## src/rtl/validity_sched.sv

```systemverilog
`default_nettype none
// ============================================================================
// Module   : validity_sched
// Brief    : Round-robin scheduler sharing one fixed-latency validity/hash unit
//            between two requesters, with owner tracking and flush/drain.
//            Optional grant statistics: define VALIDITY_SCHED_STATS_EN.
// Revision : 1.0 - initial release
// ============================================================================
module validity_sched #(
    parameter int W   = 3,
    parameter int LAT = 2
) (
    input  logic         clk,
    input  logic         reset,
    input  logic         req0_valid,
    output logic         req0_ready,
    input  logic [W-1:0] req0_a,
    input  logic [W-1:0] req0_b,
    input  logic         req1_valid,
    output logic         req1_ready,
    input  logic [W-1:0] req1_a,
    input  logic [W-1:0] req1_b,
    output logic         unit_issue,
    output logic [W-1:0] unit_in0,
    output logic [W-1:0] unit_in1,
    input  logic         unit_result,
    output logic         rsp0_valid,
    output logic         rsp1_valid,
    output logic         rsp_result,
    input  logic         flush,
    output logic         flush_done,
    output logic         busy
`ifdef VALIDITY_SCHED_STATS_EN
    ,
    output logic [15:0]  grant_cnt0,
    output logic [15:0]  grant_cnt1
`endif
);

    // Counter must hold up to LAT+2 outstanding operations.
    localparam int c_CNT_W = $clog2(LAT + 3);
    localparam logic [c_CNT_W-1:0] c_CNT_ONE = 1;

    typedef enum logic [1:0] {
        S_IDLE  = 2'd0,
        S_RUN   = 2'd1,
        S_DRAIN = 2'd2
    } state_t;

    state_t               r_state;
    state_t               w_next;
    logic                 r_last_grant;
    logic [c_CNT_W-1:0]   r_inflight;
    logic [LAT:0]         r_pipe_v;
    logic [LAT:0]         r_pipe_own;
    logic                 r_issue;
    logic [W-1:0]         r_in0;
    logic [W-1:0]         r_in1;
    logic                 r_rsp0;
    logic                 r_rsp1;
    logic                 r_rsp_res;
    logic                 r_flush_done;

    logic                 w_accept;
    logic                 w_grant0;
    logic                 w_grant1;
    logic                 w_hs;
    logic                 w_rsp;
    logic                 w_any_req;
    logic                 w_cnt_zero;

    assign w_accept   = (r_state != S_DRAIN) && !flush;
    assign w_grant0   = w_accept && req0_valid && (!req1_valid || r_last_grant);
    assign w_grant1   = w_accept && req1_valid && (!req0_valid || !r_last_grant);
    assign w_hs       = w_grant0 || w_grant1;
    assign w_rsp      = r_rsp0 || r_rsp1;
    assign w_any_req  = req0_valid || req1_valid;
    assign w_cnt_zero = (r_inflight == '0);

    always_comb begin
        w_next = r_state;
        case (r_state)
            S_IDLE: begin
                if (flush)          w_next = S_DRAIN;
                else if (w_any_req) w_next = S_RUN;
            end
            S_RUN: begin
                if (flush)                        w_next = S_DRAIN;
                else if (!w_any_req && w_cnt_zero) w_next = S_IDLE;
            end
            S_DRAIN: begin
                if (w_cnt_zero) w_next = S_IDLE;
            end
            default: w_next = S_IDLE;
        endcase
    end

    always_ff @(posedge clk or posedge reset) begin
        if (reset) begin
            r_state      <= S_IDLE;
            r_last_grant <= 1'b1;
            r_inflight   <= '0;
            r_flush_done <= 1'b0;
        end else begin
            r_state      <= w_next;
            r_flush_done <= (r_state == S_DRAIN) && w_cnt_zero;
            if (w_hs) r_last_grant <= w_grant1;
            case ({w_hs, w_rsp})
                2'b10:   r_inflight <= r_inflight + c_CNT_ONE;
                2'b01:   r_inflight <= r_inflight - c_CNT_ONE;
                default: r_inflight <= r_inflight;
            endcase
        end
    end

    // Stage k of the owner pipe lines up with cycle issue+k; stage LAT meets unit_result.
    always_ff @(posedge clk or posedge reset) begin
        if (reset) begin
            r_issue    <= 1'b0;
            r_in0      <= '0;
            r_in1      <= '0;
            r_pipe_v   <= '0;
            r_pipe_own <= '0;
            r_rsp0     <= 1'b0;
            r_rsp1     <= 1'b0;
            r_rsp_res  <= 1'b0;
        end else begin
            r_issue    <= w_hs;
            if (w_grant0) begin
                r_in0 <= req0_a;
                r_in1 <= req0_b;
            end else if (w_grant1) begin
                r_in0 <= req1_a;
                r_in1 <= req1_b;
            end
            r_pipe_v   <= {r_pipe_v[LAT-1:0], w_hs};
            r_pipe_own <= {r_pipe_own[LAT-1:0], w_grant1};
            r_rsp0     <= r_pipe_v[LAT] && !r_pipe_own[LAT];
            r_rsp1     <= r_pipe_v[LAT] && r_pipe_own[LAT];
            r_rsp_res  <= r_pipe_v[LAT] && unit_result;
        end
    end

`ifdef VALIDITY_SCHED_STATS_EN
    logic [15:0] r_cnt0;
    logic [15:0] r_cnt1;

    always_ff @(posedge clk or posedge reset) begin
        if (reset) begin
            r_cnt0 <= '0;
            r_cnt1 <= '0;
        end else if (r_flush_done) begin
            r_cnt0 <= '0;
            r_cnt1 <= '0;
        end else begin
            if (w_grant0 && (r_cnt0 != 16'hFFFF)) r_cnt0 <= r_cnt0 + 16'd1;
            if (w_grant1 && (r_cnt1 != 16'hFFFF)) r_cnt1 <= r_cnt1 + 16'd1;
        end
    end

    assign grant_cnt0 = r_cnt0;
    assign grant_cnt1 = r_cnt1;
`endif

    assign req0_ready = w_grant0;
    assign req1_ready = w_grant1;
    assign unit_issue = r_issue;
    assign unit_in0   = r_in0;
    assign unit_in1   = r_in1;
    assign rsp0_valid = r_rsp0;
    assign rsp1_valid = r_rsp1;
    assign rsp_result = r_rsp_res;
    assign flush_done = r_flush_done;
    assign busy       = (r_state != S_IDLE) || !w_cnt_zero;

endmodule
`default_nettype wire

```

## config.mk

```make
export PLATFORM = sky130hd
export DESIGN_NAME = validity_sched
export DESIGN_NICKNAME = d
export VERILOG_FILES = /design/src/rtl/validity_sched.sv
export SDC_FILE = /design/constraint.sdc
export NUM_CORES = 1
export LEC_CHECK = 0
export ABC_AREA = 1
export CORE_MARGIN = 5
export CORE_UTILIZATION = 47
export CTS_BUF_LIST = sky130_fd_sc_hd__clkbuf_4
export DETAILED_ROUTE_END_ITERATION = 8
export PLACE_DENSITY = 0.81
export SLEW_MARGIN = 30
export SYNTH_ARGS = -nofsm -noshare
export SYNTH_HDL_FRONTEND = slang
export SYNTH_SLANG_ARGS = --single-unit
```

## constraint.sdc

```tcl
create_clock -name clk -period 2.1 [get_ports clk]
set_input_delay 0.21 -clock clk [delete_from_list [all_inputs] [get_ports clk]]
set_output_delay 0.21 -clock clk [all_outputs]
set_load 0.01 [all_outputs]
```

Fig. 1: run 1, metal layers overlaid
Scale: 4 px per µm.
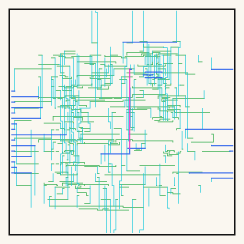
Key: met2 = cyan [wire length 980 µm]; met3 = blue [wire length 133 µm]; met4 = magenta [wire length 19.7 µm]; met1 = green [wire length 837 µm]
gr usage total: 13.9%
vias after detailed routing: 845

Fig. 2: run 1, cell area per tile
Scale: 6 px per µm. The die is cut into 11 by 11 equal tiles; black is low, pale yellow is high, 0 to 100% covered.
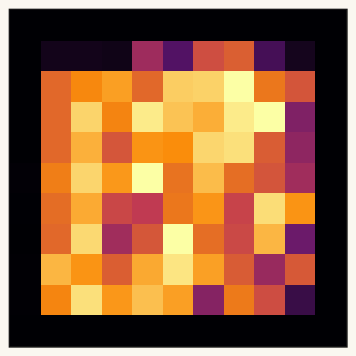
The densest ninth of the die: centre. The mean over all tiles is 44%. 33% of the tiles are nearly empty. 29% of the tiles are over 75% full.

==> flow_results.xml, run 1 <==
<?xml version="1.0" encoding="UTF-8"?>
<metrics>
  <group name="timing">
    <metric name="timing.final.setup_violations" unit="">0</metric>
    <metric name="finalCritPeriodShare" unit="%">93.4</metric>
    <metric name="layout_min_cycle_time" unit="ps">1960</metric>
    <metric name="worst_clock_skew" unit="ps">19.7</metric>
    <metric name="finalHoldViolations" unit="">0</metric>
    <metric name="unrepaired_setup_endpoints_after_global_routing" unit="">no</metric>
    <metric name="tightest_slew" unit="ps">267</metric>
    <metric name="holdWs" unit="ps">206</metric>
    <metric name="max_freq" unit="GHz">0.510</metric>
    <metric name="postLayoutSetupSlackWorst" unit="ps">139</metric>
    <metric name="slew_headroom" unit="%">82.2</metric>
    <metric name="totalNegativeSetupSlack" unit="ps">0</metric>
    <metric name="slew_viol_final" unit="">0</metric>
  </group>
  <group name="clocking">
    <metric name="insertion_delay" unit="ps">310</metric>
    <metric name="htree_num_levels" unit="">1</metric>
    <metric name="cts.sink_count" unit="">22</metric>
    <metric name="clock-root-buffer" unit="">clkbuf_4</metric>
    <metric name="tritoncts" unit="">yes</metric>
    <metric name="max-clock-path-buffers" unit="">2</metric>
    <metric name="path_clk_slew" unit="ps">120</metric>
  </group>
  <group name="floorplanning">
    <metric name="floorplan.initialDensity" unit="%">50.2</metric>
    <metric name="core_area" unit="µm²">1980</metric>
    <metric name="ios" unit="">32</metric>
    <metric name="die_boundary_height" unit="µm">56.0</metric>
    <metric name="floorplan.rows" unit="">16</metric>
    <metric name="dieArea" unit="µm²">3140</metric>
    <metric name="die_width" unit="µm">56.0</metric>
  </group>
  <group name="synthesis">
    <metric name="yosysSeqAreaShare" unit="%">55.5</metric>
    <metric name="mappedNetlistArea" unit="µm²">995</metric>
    <metric name="synth-compound-area-share" unit="%">5.66</metric>
    <metric name="synth-async-reset-ratio" unit="%">100</metric>
    <metric name="xors_xnors_by_area" unit="%">1.76</metric>
    <metric name="post_synth_mux_area_share" unit="%">0</metric>
    <metric name="postSynthCellCount" unit="">115</metric>
    <metric name="ys_top_cells_by_area" unit="">dfrtp_1, nand2_1, inv_1</metric>
    <metric name="synthDistinctLibCells" unit="">19</metric>
    <metric name="area_fraction_in_and_or_nand_and_nor_cells_after_synthesis" unit="%">23.3</metric>
    <metric name="yosys.cell_count.top_type" unit="">nand2_1</metric>
    <metric name="ys.flops" unit="">22</metric>
    <metric name="synth_top_cell_by_area" unit="">dfrtp_1</metric>
    <metric name="ys_cells" unit="">115</metric>
    <metric name="synth.cells.most_frequent" unit="">nand2_1, inv_1, dfrtp_1, nand3_1</metric>
    <metric name="synth-edff-count" unit="">0</metric>
    <metric name="yosysWarningCount" unit="">0</metric>
    <metric name="synth.avg_cell_area" unit="µm²">8.65</metric>
    <metric name="synth_adder_area_share" unit="%">3.27</metric>
    <metric name="floorplan.nets" unit="">135</metric>
    <metric name="yosys_most_used_dff" unit="">dfrtp_1</metric>
    <metric name="ys_chip_area" unit="µm²">995</metric>
    <metric name="top_logic_kind" unit="">simple AND/OR/NAND/NOR gates</metric>
    <metric name="yosysTopAreaCellShare" unit="%">52.8</metric>
  </group>
  <group name="finish">
    <metric name="design_area" unit="µm²">1430</metric>
    <metric name="post_layout_nonfiller_instances" unit="">185</metric>
    <metric name="layout-drive-gt1-share" unit="%">14.6</metric>
    <metric name="syn_to_final_growth" unit="%">43.5</metric>
    <metric name="layout_utilization" unit="%">72.0</metric>
    <metric name="antennaDiodeCount" unit="">0</metric>
    <metric name="finalNetCount" unit="">179</metric>
  </group>
  <group name="worst_setup_path">
    <metric name="r2r.worst_path.cells" unit="">10</metric>
    <metric name="worstSetupEndpointType" unit="">flop</metric>
    <metric name="timing.critical_path.cells" unit="">nand2_1 &gt; nand2_1 &gt; a21oi_4 &gt; inv_2 &gt; ha_1 &gt; inv_1 &gt; fa_1 &gt; a21oi_1 &gt; o21ai_0 &gt; xor2_1</metric>
    <metric name="crit_slowest_cell" unit="">dfstp_2</metric>
    <metric name="r2r_setup_slack" unit="ps">140</metric>
    <metric name="critPathMaxFanout" unit="">2</metric>
    <metric name="most_frequent_cell_on_the_critical_path" unit="">nand2_1</metric>
    <metric name="path_delay_family" unit="">flip-flops</metric>
    <metric name="worstReg2RegStart" unit="">r_last_grant$_DFFE_PP1P_</metric>
    <metric name="crit_path_start_kind" unit="">flop</metric>
    <metric name="crit_buf_inv" unit="">2</metric>
    <metric name="critPathRequiredTime" unit="ps">2310</metric>
    <metric name="path_class" unit="">flop to flop</metric>
    <metric name="r2r_end" unit="">r_inflight[2]$_DFFE_PP0P_</metric>
    <metric name="critPathArrivalTime" unit="ps">2170</metric>
    <metric name="max_stage_delay" unit="ps">560</metric>
  </group>
  <group name="place">
    <metric name="placement.cell_area" unit="µm²">1380</metric>
    <metric name="dp.final_hpwl" unit="µm">1610</metric>
    <metric name="dp_worst_setup_slack" unit="ps">-75.8</metric>
    <metric name="dp.cells" unit="">179</metric>
    <metric name="place.port_buffers" unit="">31</metric>
    <metric name="gp_congestion" unit="">0.814</metric>
  </group>
  <group name="global_route">
    <metric name="first_global_vias" unit="">890</metric>
    <metric name="grt.overflow.total" unit="">0</metric>
    <metric name="grt_max_degree" unit="">23</metric>
    <metric name="antenna_found_initial" unit="">0</metric>
    <metric name="grt_first_pass_wirelength" unit="µm">3590</metric>
  </group>
  <group name="job">
    <metric name="warning_count" unit="">26</metric>
    <metric name="maxCapViolations" unit="">0</metric>
  </group>
  <group name="routing">
    <metric name="drc" unit="">0</metric>
    <metric name="detailedRoute.firstPassIterationCount" unit="">4</metric>
    <metric name="post_drt_wl_per_cell" unit="µm">10.6</metric>
    <metric name="viasPerCell" unit="">4.57</metric>
    <metric name="drt_iter0_drc" unit="">15</metric>
    <metric name="detail_route.wirelength" unit="µm">1970</metric>
    <metric name="detail-route-antenna-nets" unit="">0</metric>
  </group>
  <group name="status">
    <metric name="run_status" unit="">finished, final reports clean</metric>
  </group>
  <group name="pwr">
    <metric name="worst_ir_drop_vdd" unit="mV">0.656</metric>
    <metric name="design_power_total" unit="mW">1.56</metric>
    <metric name="static-leakage-power" unit="nW">0.758</metric>
    <metric name="pwr_density_cell" unit="nW/µm²">1090</metric>
  </group>
  <group name="worst_hold_path">
    <metric name="hold_path.class" unit="">input pin to async pin</metric>
  </group>
</metrics>
Fig. 3: run 1, clock routing
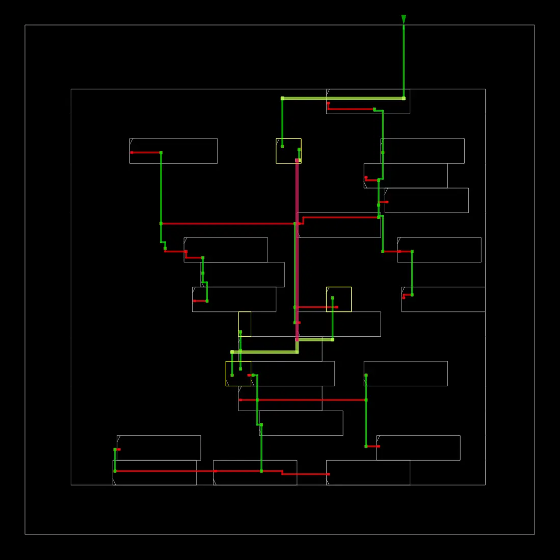
clk_buf instances: 3
sequential cell count of the final layout: 22
Inserted Clock Buffers: 3

Fig. 4: run 1, pin map
Scale: 6 px per µm. Pins as bars across the die edge, other pins in grey.
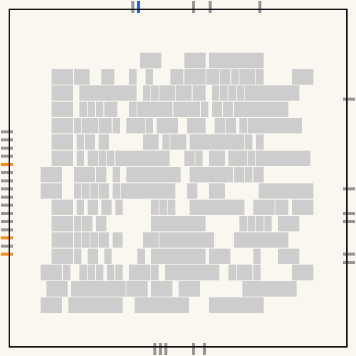
Key: req1_a = orange [pins 3, direction input, edge west]; req0_valid = blue [pins 1, direction input, edge north]

[run 1: layer usage]
metal | vias to the layer above | GRT usage [%] | part of all wire (%)
met5 | - | 0 | 0
met4 | 0 | 4.41 | 0.96
met3 | 2 | 3.71 | 6.8
met2 | 33 | 23.5 | 50
met1 | 381 | 17.1 | 43
li1 | 429 | - | -
[run 1: cells by family (layout without fill, tap and decap cells)]
kind of cell    after synthesis  count (layout)
flops                        22              22
xor+xnor                      2               2
compound gates                8               8
fa+ha+maj                     2               2
simple gates                 53              53
buf+inv                      28              71
[run 1: worst reg2reg max path: cells and delay by family, from the launching register on]
| family | cells | cell delay, ps |
|---|---|---|
| simple gates | 2 | 170 |
| flops | 1 | 560 |
| compound gates | 3 | 350 |
| buf+inv | 2 | 110 |
| fa+ha+maj | 2 | 510 |
| xor+xnor | 1 | 160 |
[run 1: flip-flops by register name (all words and copies together) (netlist names)]
register / cells
flush_done: 1
r_pipe_v: 3
r_pipe_own: 3
r_state: 2
rsp1_valid: 1
r_inflight: 3
unit_in1: 3
unit_in0: 3
rsp0_valid: 1
r_last_grant: 1
rsp_result: 1
[run 1: timing repair]
| action | 4_1_cts | 5_1_grt |
|---|---|---|
| buffers inserted | 0 | 2 |
| resized | 0 | 1 |
| hold buffers | 0 | 0 |
| setup endpoints to repair | 0 | 1 |
[run 1: cell usage in the layout (no fill, tap or decap)]
master,synthesis,final
a21oi_4,1,1
dfstp_2,1,1
o22ai_1,1,1
clkinv_1,0,1
xnor2_1,1,1
nor2_1,4,4
nand2_2,2,2
buf_4,0,8
fa_1,1,1
ha_1,1,1
nand2_1,28,28
dfrtp_1,21,21
nor3_1,1,1
inv_2,4,3
a21oi_1,1,1
inv_4,0,1
clkdlybuf4s50_1,0,31
clkbuf_4,0,3
o21ai_0,4,4
inv_1,24,24
or2_2,3,3
xor2_1,1,1
nand3_1,15,15
a21oi_2,1,1
[run 1: power breakdown]
part	leakage [nW]	switching, mW	internal, mW	total, mW
sequential	0.282	0.0748	0.579	0.654
combinational	0.461	0.355	0.357	0.712
clock	0.0154	0.121	0.0694	0.191
total	0.758	0.551	1.01	1.56
[run 1: layout make-up]
type / instances / area, µm²
inverters: 28 / 108
well taps: 27 / 33.8
fillers: 144 / 554
flip-flops and latches: 22 / 552
clock inverters: 1 / 3.75
repair buffers: 39 / 370
clock buffers: 3 / 22.5
multi-input cells: 65 / 338
[run 1: how the worst max path moves through the flow]
stage | end | from | depth (start not counted) | slack (ps)
finish | r_inflight[2]$_DFFE_PP0P_ | r_last_grant$_DFFE_PP1P_ | 10 | 140
global route | r_inflight[2]$_DFFE_PP0P_ | r_last_grant$_DFFE_PP1P_ | 10 | 40
CTS | req0_ready | r_state[1]$_DFFE_PP0P_ | 6 | 50
detailed placement | r_inflight[2]$_DFFE_PP0P_ | req0_valid | 11 | -80
global placement | r_inflight[2]$_DFFE_PP0P_ | req0_valid | 11 | 40
floorplan | r_inflight[2]$_DFFE_PP0P_ | r_last_grant$_DFFE_PP1P_ | 10 | 160
==> run 1 -> run 2 <==
--- a/config.mk
+++ b/config.mk
@@ -11,7 +11,7 @@
 export CTS_BUF_LIST = sky130_fd_sc_hd__clkbuf_4
 export DETAILED_ROUTE_END_ITERATION = 8
 export PLACE_DENSITY = 0.81
-export SLEW_MARGIN = 30
+export SLEW_MARGIN = 10
 export SYNTH_ARGS = -nofsm -noshare
 export SYNTH_HDL_FRONTEND = slang
 export SYNTH_SLANG_ARGS = --single-unit
Fig. 5: run 2, clock routing
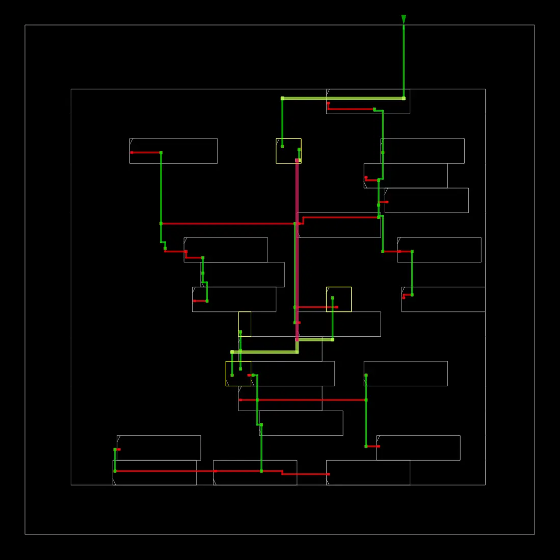
Max Clock Skew: 19.7 ps
clock insertion delay at the later pin of the skew report: 310 ps
Clock group: 0.191 mW
TritonCTS sink count: 22

Fig. 6: run 2, cell classes on the final placement
Scale: 4 px per µm.
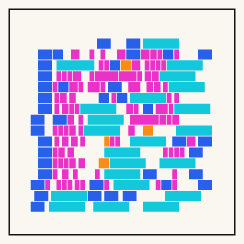
Key: other buffers and delay cells = blue [cells 39]; flip-flops = cyan [cells 22]; clock drivers and dummy loads = orange [cells 4]; all other logic = magenta [cells 93]

==> run 2 against run 1 <==
Against the previous run: combinational power barely moved; worst setup slack did not move; total power did not move; global-route usage did not move; hold slack did not move; clock power barely moved; largest power group unchanged; count of clock-buffer cells in the layout did not move; critical path type unchanged; critical path depth did not move.
==> flow_results.xml, run 2 <==
<?xml version="1.0" encoding="UTF-8"?>
<metrics>
  <group name="status">
    <metric name="run_status" unit="">finished, final reports clean</metric>
  </group>
  <group name="finish">
    <metric name="design_area" unit="µm²">1430</metric>
    <metric name="mostFrequentLayoutCell" unit="">clkdlybuf4s50_1</metric>
    <metric name="syn_to_final_growth" unit="%">43.5</metric>
    <metric name="antennaDiodeCount" unit="">0</metric>
    <metric name="layout.cells.most_common_list" unit="">clkdlybuf4s50_1, nand2_1, inv_1, dfrtp_1, nand3_1</metric>
    <metric name="layout-drive-gt1-share" unit="%">14.6</metric>
  </group>
  <group name="global_route">
    <metric name="grt_max_degree" unit="">23</metric>
    <metric name="grt_first_pass_wirelength" unit="µm">3590</metric>
    <metric name="groute.layer.met2.usage" unit="%">23.5</metric>
    <metric name="grt.overflow.total" unit="">0</metric>
    <metric name="globalRoute.busiestLayer" unit="">met2</metric>
    <metric name="grt_use_met1" unit="%">17.1</metric>
    <metric name="globalRouteMet3Util" unit="%">3.71</metric>
    <metric name="antenna_found_initial" unit="">0</metric>
  </group>
  <group name="synthesis">
    <metric name="area_fraction_in_and_or_nand_and_nor_cells_after_synthesis" unit="%">23.3</metric>
    <metric name="ys_cells" unit="">115</metric>
    <metric name="yosysTopAreaCellShare" unit="%">52.8</metric>
    <metric name="synth.cells.most_frequent" unit="">nand2_1, inv_1, dfrtp_1, nand3_1</metric>
    <metric name="yosys.cell_count.top_type" unit="">nand2_1</metric>
    <metric name="mappedNetlistArea" unit="µm²">995</metric>
    <metric name="synthDistinctLibCells" unit="">19</metric>
    <metric name="synth-edff-count" unit="">0</metric>
    <metric name="ys_top_cells_by_area" unit="">dfrtp_1, nand2_1, inv_1</metric>
    <metric name="floorplan.nets" unit="">135</metric>
    <metric name="postSynthCellCount" unit="">115</metric>
    <metric name="post_synth_mux_area_share" unit="%">0</metric>
    <metric name="xors_xnors_by_area" unit="%">1.76</metric>
    <metric name="synth.avg_cell_area" unit="µm²">8.65</metric>
    <metric name="ys.flops" unit="">22</metric>
    <metric name="synth_top_cell_by_area" unit="">dfrtp_1</metric>
    <metric name="synth-compound-area-share" unit="%">5.66</metric>
    <metric name="synth_adder_area_share" unit="%">3.27</metric>
  </group>
  <group name="timing">
    <metric name="finalCritPeriodShare" unit="%">93.4</metric>
    <metric name="unrepaired_setup_endpoints_after_global_routing" unit="">no</metric>
    <metric name="slew_headroom" unit="%">82.2</metric>
    <metric name="slew_viol_final" unit="">0</metric>
    <metric name="holdWs" unit="ps">206</metric>
    <metric name="layout_min_cycle_time" unit="ps">1960</metric>
    <metric name="finalHoldViolations" unit="">0</metric>
  </group>
  <group name="pwr">
    <metric name="netSwitchingFraction" unit="%">35.4</metric>
    <metric name="clkPwrFrac" unit="%">12.2</metric>
    <metric name="static-leakage-power" unit="nW">0.758</metric>
    <metric name="worst_ir_drop_vdd" unit="mV">0.656</metric>
    <metric name="power.share.combinational" unit="%">45.7</metric>
    <metric name="cellInternalPower" unit="mW">1.01</metric>
    <metric name="power.switching" unit="mW">0.551</metric>
  </group>
  <group name="floorplanning">
    <metric name="floorplan.initialDensity" unit="%">50.2</metric>
    <metric name="floorplan.rows" unit="">16</metric>
    <metric name="die_boundary_height" unit="µm">56.0</metric>
  </group>
  <group name="routing">
    <metric name="num_vias" unit="">845</metric>
    <metric name="drc" unit="">0</metric>
    <metric name="viasPerCell" unit="">4.57</metric>
    <metric name="post_drt_wl_per_cell" unit="µm">10.6</metric>
  </group>
  <group name="worst_setup_path">
    <metric name="max_stage_delay" unit="ps">560</metric>
    <metric name="crit_path_start_kind" unit="">flop</metric>
    <metric name="crit_slowest_cell" unit="">dfstp_2</metric>
    <metric name="critPathMaxFanout" unit="">2</metric>
    <metric name="timing.critical_path.cells" unit="">nand2_1 &gt; nand2_1 &gt; a21oi_4 &gt; inv_2 &gt; ha_1 &gt; inv_1 &gt; fa_1 &gt; a21oi_1 &gt; o21ai_0 &gt; xor2_1</metric>
    <metric name="path_class" unit="">flop to flop</metric>
    <metric name="critPathArrivalTime" unit="ps">2170</metric>
  </group>
  <group name="clocking">
    <metric name="hold_fix_buffers_cts" unit="">0</metric>
    <metric name="max-clock-path-buffers" unit="">2</metric>
    <metric name="cts_inserted_buffers" unit="">3</metric>
    <metric name="htree_num_levels" unit="">1</metric>
    <metric name="tritoncts" unit="">yes</metric>
  </group>
  <group name="job">
    <metric name="warning_count" unit="">26</metric>
    <metric name="maxCapViolations" unit="">0</metric>
  </group>
  <group name="place">
    <metric name="place.port_buffers" unit="">31</metric>
  </group>
  <group name="worst_hold_path">
    <metric name="hold_path.class" unit="">input pin to async pin</metric>
  </group>
</metrics>
run 2: cell counts after synthesis:
Identical to the previous run, type by type.
run 2: final timing paths:
check	startpoint	endpoint	cells past startpoint	slack (ps)
worst min-delay path	reset	unit_in0[1]$_DFFE_PP0P_	3	210
min in group clk	r_pipe_own[1]$_DFF_PP0_	r_pipe_own[2]$_DFF_PP0_	0	340
max in group asynchronous	reset	r_last_grant$_DFFE_PP1P_	3	1630
worst max-delay path	r_last_grant$_DFFE_PP1P_	r_inflight[2]$_DFFE_PP0P_	10	140
worst min register to register	r_pipe_own[1]$_DFF_PP0_	r_pipe_own[2]$_DFF_PP0_	0	340
worst max register to register	r_last_grant$_DFFE_PP1P_	r_inflight[2]$_DFFE_PP0P_	10	140
run 2: tightest hold or removal path, delay by kind of cell:
family / cells / cell delay, ps
buffers and inverters: 3 / 710
run 2: stage by stage:
| step | setup slack [ps] | cells | total power [mW] | utilization [%] |
|---|---|---|---|---|
| after CTS | 53.7 | 183 | 1.55 | 71.1 |
| final | 139 | 185 | 1.56 | 72.0 |
| after detailed placement | -75.8 | 179 | 1.36 | 69.8 |
| after global routing | 43.0 | 185 | 1.68 | 72.0 |
| after global placement | 42.0 | 179 | 1.32 | 69.8 |
| after floorplan | 165 | 115 | 1.04 | - |
run 2: cell type report:
cell class                 instances  area [µm²]
clock buffer                       3        22.5
clock inverter                     1        3.75
fill                             144         554
inverter                          28         108
multi-input combinational         65         338
sequential                        22         552
tap                               27        33.8
timing repair buffer              39         370
run 2: cells by family (layout without fill, tap and decap cells):
family	count (synthesis)	count (layout)
AND/OR/NAND/NOR	53	53
buffers and inverters	28	71
flip-flops	22	22
AND-OR/OR-AND	8	8
adder cells (fa/ha/maj)	2	2
XOR/XNOR	2	2
run 2: routing by layer:
metal | vias up | part of all wire [%]
met2 | 33 | 50
met3 | 2 | 6.8
met1 | 381 | 43
met5 | - | 0
met4 | 0 | 0.96
li1 | 429 | -
run 2: power groups by stage:
stage	combinational, mW	sequential [mW]	clock (mW)
floorplan	0.346	0.690	0
global placement	0.661	0.662	0
detailed placement	0.691	0.665	0
CTS	0.692	0.658	0.200
global route	0.797	0.673	0.214
finish	0.712	0.654	0.191
run 2: repair_timing:
item                       in CTS  in global routing
setup endpoints to repair       0                  1
buffers inserted                0                  2
resized                         0                  1
Fig. 7: run 2, metal layers overlaid
Scale: 4 px per µm.
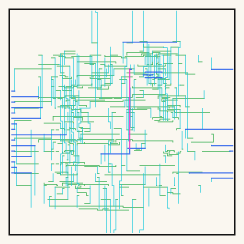

==> run 2 -> run 3 <==
==> constraint.sdc (replaced) <==
create_clock -name clk -period 2.1 [get_ports clk]
set_input_delay 0.21 -clock clk [delete_from_list [all_inputs] [get_ports clk]]
set_output_delay 0.21 -clock clk [all_outputs]
set_load 0.02 [all_outputs]
Fig. 8: run 3, metal layers overlaid
Scale: 4 px per µm.
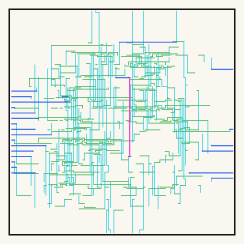
Key: met4 = magenta [wire length 19.7 µm]; met2 = cyan [wire length 1100 µm]; met1 = green [wire length 823 µm]; met3 = blue [wire length 137 µm]

==> run 3 against run 2 <==
Against the previous run: hold slack better by 16 ps; utilization up 1.2 points; total power up 12%; via count down 0.47%; synthesized cell count unchanged; critical path type unchanged; largest cell class unchanged; largest power group unchanged.
==> flow_results.xml, run 3 <==
<?xml version="1.0" encoding="UTF-8"?>
<metrics>
  <group name="global_route">
    <metric name="grt_max_degree" unit="">23</metric>
    <metric name="antenna_found_initial" unit="">0</metric>
    <metric name="first_global_vias" unit="">893</metric>
    <metric name="grt_first_pass_wirelength" unit="µm">3770</metric>
    <metric name="grt.overflow.total" unit="">0</metric>
    <metric name="gr-usage-all-layers" unit="%">15.0</metric>
  </group>
  <group name="status">
    <metric name="run_status" unit="">finished, final reports clean</metric>
  </group>
  <group name="timing">
    <metric name="postLayoutSetupSlackWorst" unit="ps">125</metric>
    <metric name="totalNegativeSetupSlack" unit="ps">0</metric>
    <metric name="timing.final.setup_violations" unit="">0</metric>
    <metric name="slew_headroom" unit="%">82.0</metric>
    <metric name="tightest_slew" unit="ps">270</metric>
    <metric name="max_freq" unit="GHz">0.506</metric>
    <metric name="finalCritPeriodShare" unit="%">94.0</metric>
    <metric name="unrepaired_setup_endpoints_after_global_routing" unit="">no</metric>
    <metric name="slew_viol_final" unit="">0</metric>
    <metric name="finalHoldViolations" unit="">0</metric>
    <metric name="layout_min_cycle_time" unit="ps">1970</metric>
  </group>
  <group name="synthesis">
    <metric name="yosysTopAreaCellShare" unit="%">52.8</metric>
    <metric name="ys_cells" unit="">115</metric>
    <metric name="yosys_most_used_dff" unit="">dfrtp_1</metric>
    <metric name="synth.avg_cell_area" unit="µm²">8.65</metric>
    <metric name="yosysSeqAreaShare" unit="%">55.5</metric>
    <metric name="postSynthCellCount" unit="">115</metric>
    <metric name="ys_chip_area" unit="µm²">995</metric>
    <metric name="yosysWarningCount" unit="">0</metric>
    <metric name="synth.cells.most_frequent" unit="">nand2_1, inv_1, dfrtp_1, nand3_1</metric>
    <metric name="floorplan.nets" unit="">135</metric>
    <metric name="yosys.cell_count.top_type" unit="">nand2_1</metric>
    <metric name="synth-async-reset-ratio" unit="%">100</metric>
    <metric name="synth_top_cell_by_area" unit="">dfrtp_1</metric>
    <metric name="ys_top_cells_by_area" unit="">dfrtp_1, nand2_1, inv_1</metric>
    <metric name="ys.flops" unit="">22</metric>
    <metric name="synthDistinctLibCells" unit="">19</metric>
    <metric name="mappedNetlistArea" unit="µm²">995</metric>
    <metric name="synth-edff-count" unit="">0</metric>
  </group>
  <group name="worst_setup_path">
    <metric name="timing.critical_path.depth" unit="">10</metric>
    <metric name="worstSetupEndpointType" unit="">flop</metric>
    <metric name="crit_path_start_kind" unit="">flop</metric>
    <metric name="critPathMaxFanout" unit="">2</metric>
    <metric name="most_frequent_cell_on_the_critical_path" unit="">nand2_1</metric>
    <metric name="worstReg2RegStart" unit="">r_last_grant$_DFFE_PP1P_</metric>
    <metric name="crit_slowest_cell" unit="">dfstp_2</metric>
    <metric name="path_class" unit="">flop to flop</metric>
    <metric name="timing.critical_path.cells" unit="">nand2_1 &gt; nand2_1 &gt; a21oi_4 &gt; inv_2 &gt; ha_1 &gt; inv_1 &gt; fa_1 &gt; a21oi_1 &gt; o21ai_0 &gt; xor2_1</metric>
    <metric name="r2r_end" unit="">r_inflight[2]$_DFFE_PP0P_</metric>
    <metric name="r2r.worst_path.cells" unit="">10</metric>
    <metric name="critPathRequiredTime" unit="ps">2290</metric>
    <metric name="critPathArrivalTime" unit="ps">2170</metric>
    <metric name="r2r_setup_slack" unit="ps">130</metric>
    <metric name="crit_buf_inv" unit="">2</metric>
    <metric name="path_delay_family" unit="">flip-flops</metric>
    <metric name="max_stage_delay" unit="ps">560</metric>
  </group>
  <group name="clocking">
    <metric name="clock-root-buffer" unit="">clkbuf_4</metric>
    <metric name="htree_num_levels" unit="">1</metric>
    <metric name="tritoncts" unit="">yes</metric>
    <metric name="path_clk_slew" unit="ps">120</metric>
    <metric name="post_cts_buffers" unit="">0</metric>
    <metric name="cts_inserted_buffers" unit="">3</metric>
    <metric name="max-clock-path-buffers" unit="">2</metric>
    <metric name="cts.sink_count" unit="">22</metric>
  </group>
  <group name="pwr">
    <metric name="worst_ir_drop_vdd" unit="mV">0.640</metric>
    <metric name="design_power_total" unit="mW">1.74</metric>
    <metric name="static-leakage-power" unit="nW">0.801</metric>
    <metric name="pwr_density_cell" unit="nW/µm²">1200</metric>
  </group>
  <group name="finish">
    <metric name="layout_utilization" unit="%">73.2</metric>
    <metric name="layout-drive-gt1-share" unit="%">14.6</metric>
    <metric name="antennaDiodeCount" unit="">0</metric>
    <metric name="layout.cells.most_common_list" unit="">nand2_1, clkdlybuf4s50_1, inv_1, dfrtp_1, nand3_1</metric>
    <metric name="design_area" unit="µm²">1450</metric>
    <metric name="syn_to_final_growth" unit="%">45.9</metric>
    <metric name="n_fill_cell" unit="">144</metric>
    <metric name="finalNetCount" unit="">178</metric>
  </group>
  <group name="worst_hold_path">
    <metric name="hold_path.class" unit="">input pin to async pin</metric>
  </group>
  <group name="place">
    <metric name="placement.cell_area" unit="µm²">1390</metric>
    <metric name="place.port_buffers" unit="">31</metric>
    <metric name="dp_worst_setup_slack" unit="ps">-94.4</metric>
    <metric name="dp.final_hpwl" unit="µm">1680</metric>
    <metric name="gp_congestion" unit="">0.815</metric>
  </group>
  <group name="routing">
    <metric name="viasPerCell" unit="">4.57</metric>
    <metric name="detailedRoute.firstPassIterationCount" unit="">4</metric>
    <metric name="detail-route-antenna-nets" unit="">0</metric>
    <metric name="num_vias" unit="">841</metric>
    <metric name="post_drt_wl_per_cell" unit="µm">11.3</metric>
    <metric name="detail_route.wirelength" unit="µm">2080</metric>
    <metric name="drt_iter0_drc" unit="">11</metric>
    <metric name="drc" unit="">0</metric>
  </group>
  <group name="floorplanning">
    <metric name="floorplan.rows" unit="">16</metric>
    <metric name="die_boundary_height" unit="µm">56.0</metric>
    <metric name="core_area" unit="µm²">1980</metric>
    <metric name="ios" unit="">32</metric>
    <metric name="dieArea" unit="µm²">3140</metric>
    <metric name="floorplan.initialDensity" unit="%">50.2</metric>
    <metric name="die_width" unit="µm">56.0</metric>
  </group>
  <group name="job">
    <metric name="warning_count" unit="">26</metric>
    <metric name="maxCapViolations" unit="">0</metric>
  </group>
</metrics>
Fig. 9: run 3, clock routing
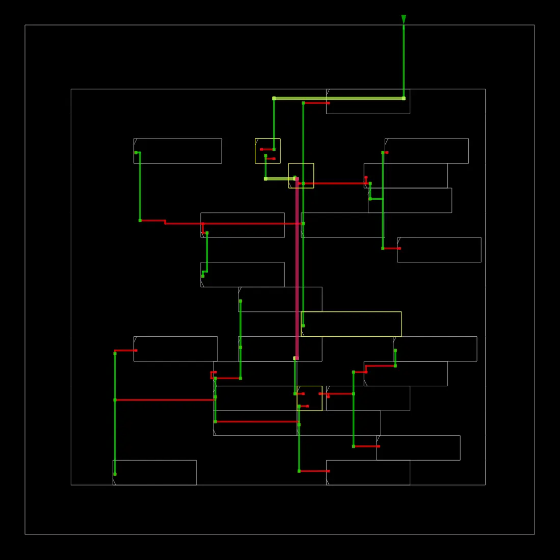
clock insertion delay at the later pin of the skew report: 300 ps
Max Clock Skew: 2.00 ps
Clock group: 0.319 mW

[run 3: power by group]
part	internal [mW]	leakage, nW	switching, mW	total, mW
Sequential	0.579	0.282	0.0842	0.664
Combinational	0.343	0.491	0.415	0.757
Clock	0.193	0.0279	0.126	0.319
[run 3: area by class of cell]
cell class / count / area, µm² / share of cell area (%)
Timing Repair Buffer: 38 / 370 / 25.5
Clock inverter: 1 / 30.0 / 2.07
Inverter: 28 / 105 / 7.24
Tap cell: 27 / 33.8 / 2.33
Sequential cell: 22 / 552 / 38.0
Clock buffer: 3 / 22.5 / 1.55
Multi-Input combinational cell: 65 / 338 / 23.3
[run 3: layer usage]
metal / vias to the layer above / global-route usage [%] / share of wire (%)
li1: 432 / - / -
met1: 378 / 17.0 / 40
met2: 29 / 27.2 / 53
met3: 2 / 4.41 / 6.6
met4: 0 / 4.07 / 0.92
met5: - / 0 / 0
[run 3: worst max path at each step]
stage | start | end | slack [ps]
after floorplan | r_last_grant$_DFFE_PP1P_ | r_inflight[2]$_DFFE_PP0P_ | 160
after global placement | req0_valid | r_inflight[2]$_DFFE_PP0P_ | 40
after detailed placement | req1_valid | r_inflight[2]$_DFFE_PP0P_ | -90
after CTS | r_state[1]$_DFFE_PP0P_ | req0_ready | 50
after global routing | r_last_grant$_DFFE_PP1P_ | r_inflight[2]$_DFFE_PP0P_ | 30
final | r_last_grant$_DFFE_PP1P_ | r_inflight[2]$_DFFE_PP0P_ | 130
[run 3: cells by family after synthesis]
family,Yosys count,synth area share (%)
AND/OR/NAND/NOR,53,23.3
buffers and inverters,28,10.6
flip-flops,22,55.5
AND-OR/OR-AND,8,5.66
XOR/XNOR,2,1.76
adder cells (fa/ha/maj),2,3.27
[run 3: timing repair]
action / in CTS / in global routing
resized: 0 / 3
hold buffers: 0 / 0
setup endpoints to repair: 0 / 3
[run 3: stage by stage]
step           std cells  hold WS, ps
2_1_floorplan        115          198
3_3_place_gp         180          334
3_5_place_dp         180          346
4_1_cts              184          223
5_1_grt              184          241
6_report             184          222
[run 3: worst register-to-register path, stage by stage, from the launching register on]
cell     delay, ps
dfstp_2        560
nand2_1         50
nand2_1        120
a21oi_4         80
inv_2           60
ha_1           130
inv_1           60
fa_1           380
a21oi_1        160
o21ai_0        120
xor2_1         150
No activity file was given, so power comes from the tool's default toggle rates.
